sizing.png
Scale bar: 50 µm.
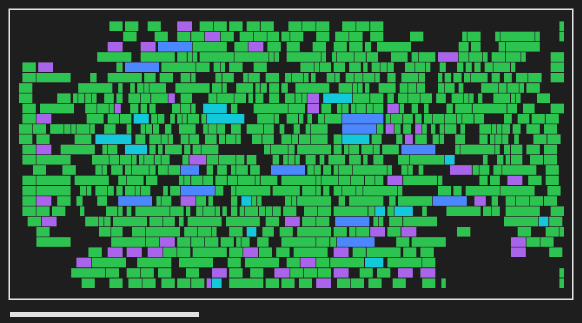
clock_wires.png
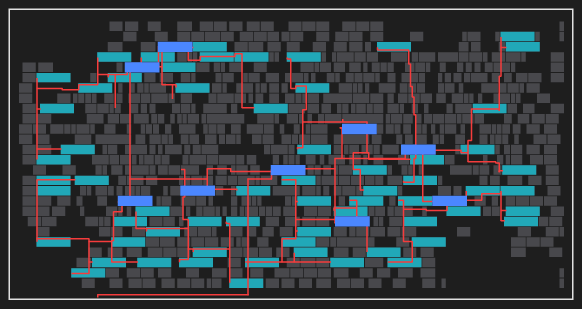
ff_map.png
Scale bar: 50 µm. Other sequential cells in the stronger grey, the rest of the logic in the fainter grey.
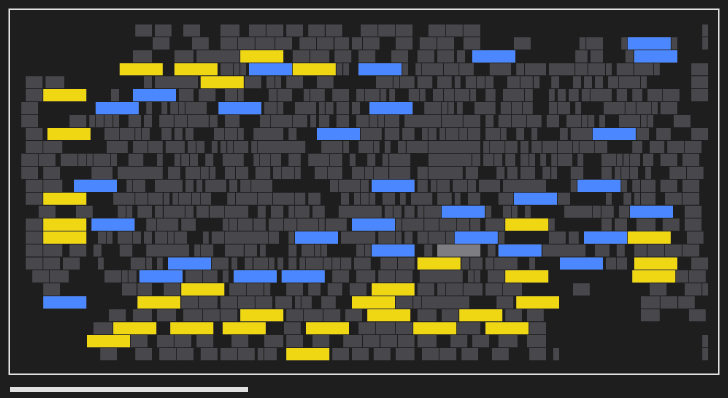
route_heat.png
The die is cut into 30 by 15 equal tiles; dark blue is low, red is high, scaled to the fullest tile. Values are wire area over tile area, all layers added.
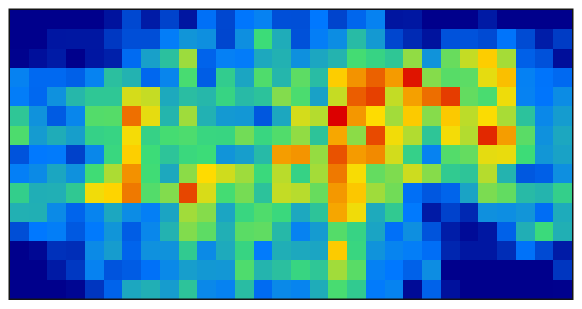
placed.png
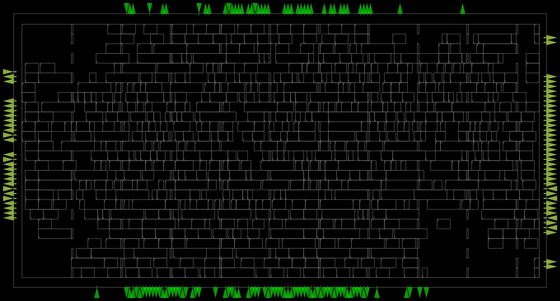
$ cat config.mk
export PLATFORM = sky130hd
export DESIGN_NAME = instr_fetch
export DESIGN_NICKNAME = d
export VERILOG_FILES = /design/src/rtl/instr_fetch.sv
export SDC_FILE = /design/constraint.sdc
export NUM_CORES = 1
export LEC_CHECK = 0
export CAP_MARGIN = 10
export CORE_ASPECT_RATIO = 0.5
export CORE_MARGIN = 2
export CORE_UTILIZATION = 50
export CTS_CLUSTER_DIAMETER = 60
export DETAILED_ROUTE_END_ITERATION = 6
export GPL_ROUTABILITY_DRIVEN = 0
export PLACE_DENSITY = 0.84
export SLEW_MARGIN = 30
export SYNTH_ARGS = -nofsm -noshare
export SYNTH_HDL_FRONTEND = slang
export SYNTH_SLANG_ARGS = --single-unit
$ cat constraint.sdc
create_clock -name clk -period 9.1 [get_ports clk]
set_input_delay 2.275 -clock clk [delete_from_list [all_inputs] [get_ports clk]]
set_output_delay 2.275 -clock clk [all_outputs]
set_load 0.01 [all_outputs]
$ cat src/rtl/instr_fetch.sv
// Two-state instruction fetch unit: requests a word, holds it in IR for issue, then updates PC.
// Optional retire counter output is enabled with `define INSTR_FETCH_RETIRE_CNT_EN.
module instr_fetch (
    input  logic        clk,
    input  logic        rst,
    output logic        imem_req,
    output logic [31:0] imem_addr,
    input  logic        imem_ack,
    input  logic [31:0] imem_data,
    input  logic        stall,
    input  logic        branch,
    input  logic        zero,
    input  logic        jump,
`ifdef INSTR_FETCH_RETIRE_CNT_EN
    output logic [31:0] retire_cnt,
`endif
    output logic        valid,
    output logic [31:0] instr,
    output logic [5:0]  op,
    output logic [31:0] pc,
    output logic [31:0] pc_plus4
);

    typedef enum logic [0:0] {StFetch, StIssue} state_e;

    state_e      state_q, state_d;
    logic [31:0] pc_q, pc_d;
    logic [31:0] ir_q, ir_d;
    logic [31:0] next_pc;
    logic [31:0] branch_off;
    logic        advance;

`ifdef INSTR_FETCH_RETIRE_CNT_EN
    logic [31:0] retire_cnt_q, retire_cnt_d;
`endif

    always_ff @(posedge clk or posedge rst) begin
        if (rst) begin
            state_q <= StFetch;
            pc_q    <= 32'h0000_0000;
            ir_q    <= 32'h0000_0000;
`ifdef INSTR_FETCH_RETIRE_CNT_EN
            retire_cnt_q <= 32'h0000_0000;
`endif
        end else begin
            state_q <= state_d;
            pc_q    <= pc_d;
            ir_q    <= ir_d;
`ifdef INSTR_FETCH_RETIRE_CNT_EN
            retire_cnt_q <= retire_cnt_d;
`endif
        end
    end

    // Branch offset already word-aligned by the shift, so pc[1:0] stays 2'b00.
    assign branch_off = {{14{ir_q[15]}}, ir_q[15:0], 2'b00};

    always_comb begin
        if (jump) begin
            next_pc = {pc_plus4[31:28], ir_q[25:0], 2'b00};
        end else if (branch && zero) begin
            next_pc = pc_plus4 + branch_off;
        end else begin
            next_pc = pc_plus4;
        end
    end

    always_comb begin
        state_d = state_q;
        pc_d    = pc_q;
        ir_d    = ir_q;
        advance = 1'b0;
        unique case (state_q)
            StFetch: begin
                if (imem_ack) begin
                    ir_d    = imem_data;
                    state_d = StIssue;
                end
            end
            StIssue: begin
                if (!stall) begin
                    advance = 1'b1;
                    pc_d    = next_pc;
                    state_d = StFetch;
                end
            end
            default: state_d = StFetch;
        endcase
    end

`ifdef INSTR_FETCH_RETIRE_CNT_EN
    assign retire_cnt_d = retire_cnt_q + {31'd0, advance};
    assign retire_cnt   = retire_cnt_q;
`endif

    always_comb begin
        imem_req  = (state_q == StFetch);
        valid     = (state_q == StIssue);
        imem_addr = pc_q;
        pc        = pc_q;
        pc_plus4  = pc_q + 32'd4;
        instr     = ir_q;
        op        = ir_q[31:26];
    end

endmodule
==> qor.txt <==
Power Internal: 1.33 mW
Async S/R FF share, synth: 100%
Post-synth top cells: 63 x dfrtp_1, 62 x nand2_1, 47 x nor2_1, 42 x a21oi_1, 42 x buf_4
Die W: 149 µm
Worst setup path end: pc_plus4[30]
Met2 usage: 46.3%
DRC errors left: 0
Area leader share: 30.1%
Iteration tally of the first detailed-router pass: 5
M3 GR Usage: 5.03%
Status: complete, no violations
Min Tclk post-route: 5.82 ns
Hold Slack: 0.530 ns
Fin crit share: 64.0%
Reg-to-Reg End: imem_addr[29]$_DFFE_PP0P_
Crit start category: flip-flop
Number of warnings in the stage logs: 32
Clk pwr share: 14.9%
Max Clock Freq: 172 MHz
Post-CTS sizing: 0
Placed Area: 6780 µm²
Clock sinks: 63
Combinational Power Share: 63.6%
Clk_lat worst skew: 0.34 ns
NonClk Buf Share: 24.7%
Largest area contributor in the netlist: dfrtp_1
Dpl cells: 848
Worst min-delay path startpoint: instr[31]$_DFFE_PP0P_
RSZ-0062 raised after global routing: no
Class of the worst hold path: flip-flop to flip-flop
M1 wire length: 6520 µm
Final ANT Viol Nets: 0
Leakage power: 2.99 nW
CP Data Arrival Time: 3.55 ns
Setup Skew: 0.00694 ns
Seq/Total Area, Yosys: 30.1%
IO Count: 175
Crit path kind: flip-flop to output pin
Count leader, synth: dfrtp_1
Met2 wire length: 7520 µm
Synthesized instance count: 592
Initial antenna violation count: 0
Routed vias: 5011
About sizing.png:
Key: x3 and x4 = cyan [cells 15, share 2.1%]; x2 = purple [cells 45, share 6.2%]; x6 and larger = blue [cells 12, share 1.7%]; x1 and smaller = green [cells 653, share 90%]

About clock_wires.png:
Key: clock wires = red [length 965 µm]; clock-net drivers = blue [count 9]; flip-flops = cyan [count 63]
Position of the flops: spread over the die.

About ff_map.png:
Key: imem_addr = blue [flops 30]; instr = yellow [flops 32, where spread over the die]
P_seq: 496 µW
Finished Core Util: 69.5%
sequential cell area share: 22.2%
register area: 1580 µm²

About route_heat.png:
The densest ninth of the die: middle. 30% of the tiles are over half the peak. The emptiest ninth of the die: bottom right.

About placed.png:
site row count: 26
post-route insts no fill: 865
Core ar.: 10200 µm²
flip-flops: 63

-- power groups by stage --
stage	clock network (mW)	registers [mW]	logic, mW
floorplan	0	0.510	0.905
global placement	0	0.488	1.41
detailed placement	0	0.496	1.44
CTS	0.349	0.493	1.46
global route	0.362	0.510	1.58
finish	0.345	0.496	1.47
-- flip-flops by register name, summed over array words and instances, names as in the netlist --
signal,count
imem_addr,30
instr,32
valid,1
-- layout by cell type (no fill, tap or decap), drive strengths merged, types with 12 or more instances in the layout --
master,instances
a211oi,13
a21o,14
a21oi,43
clkbuf,12
clkdlybuf4s50,168
dfrtp,63
ha,36
inv,12
mux2,32
nand2,62
nor2,47
o21ai,36
xnor2,32
xor2,20
No activity file was given, so power comes from the tool's default toggle rates.
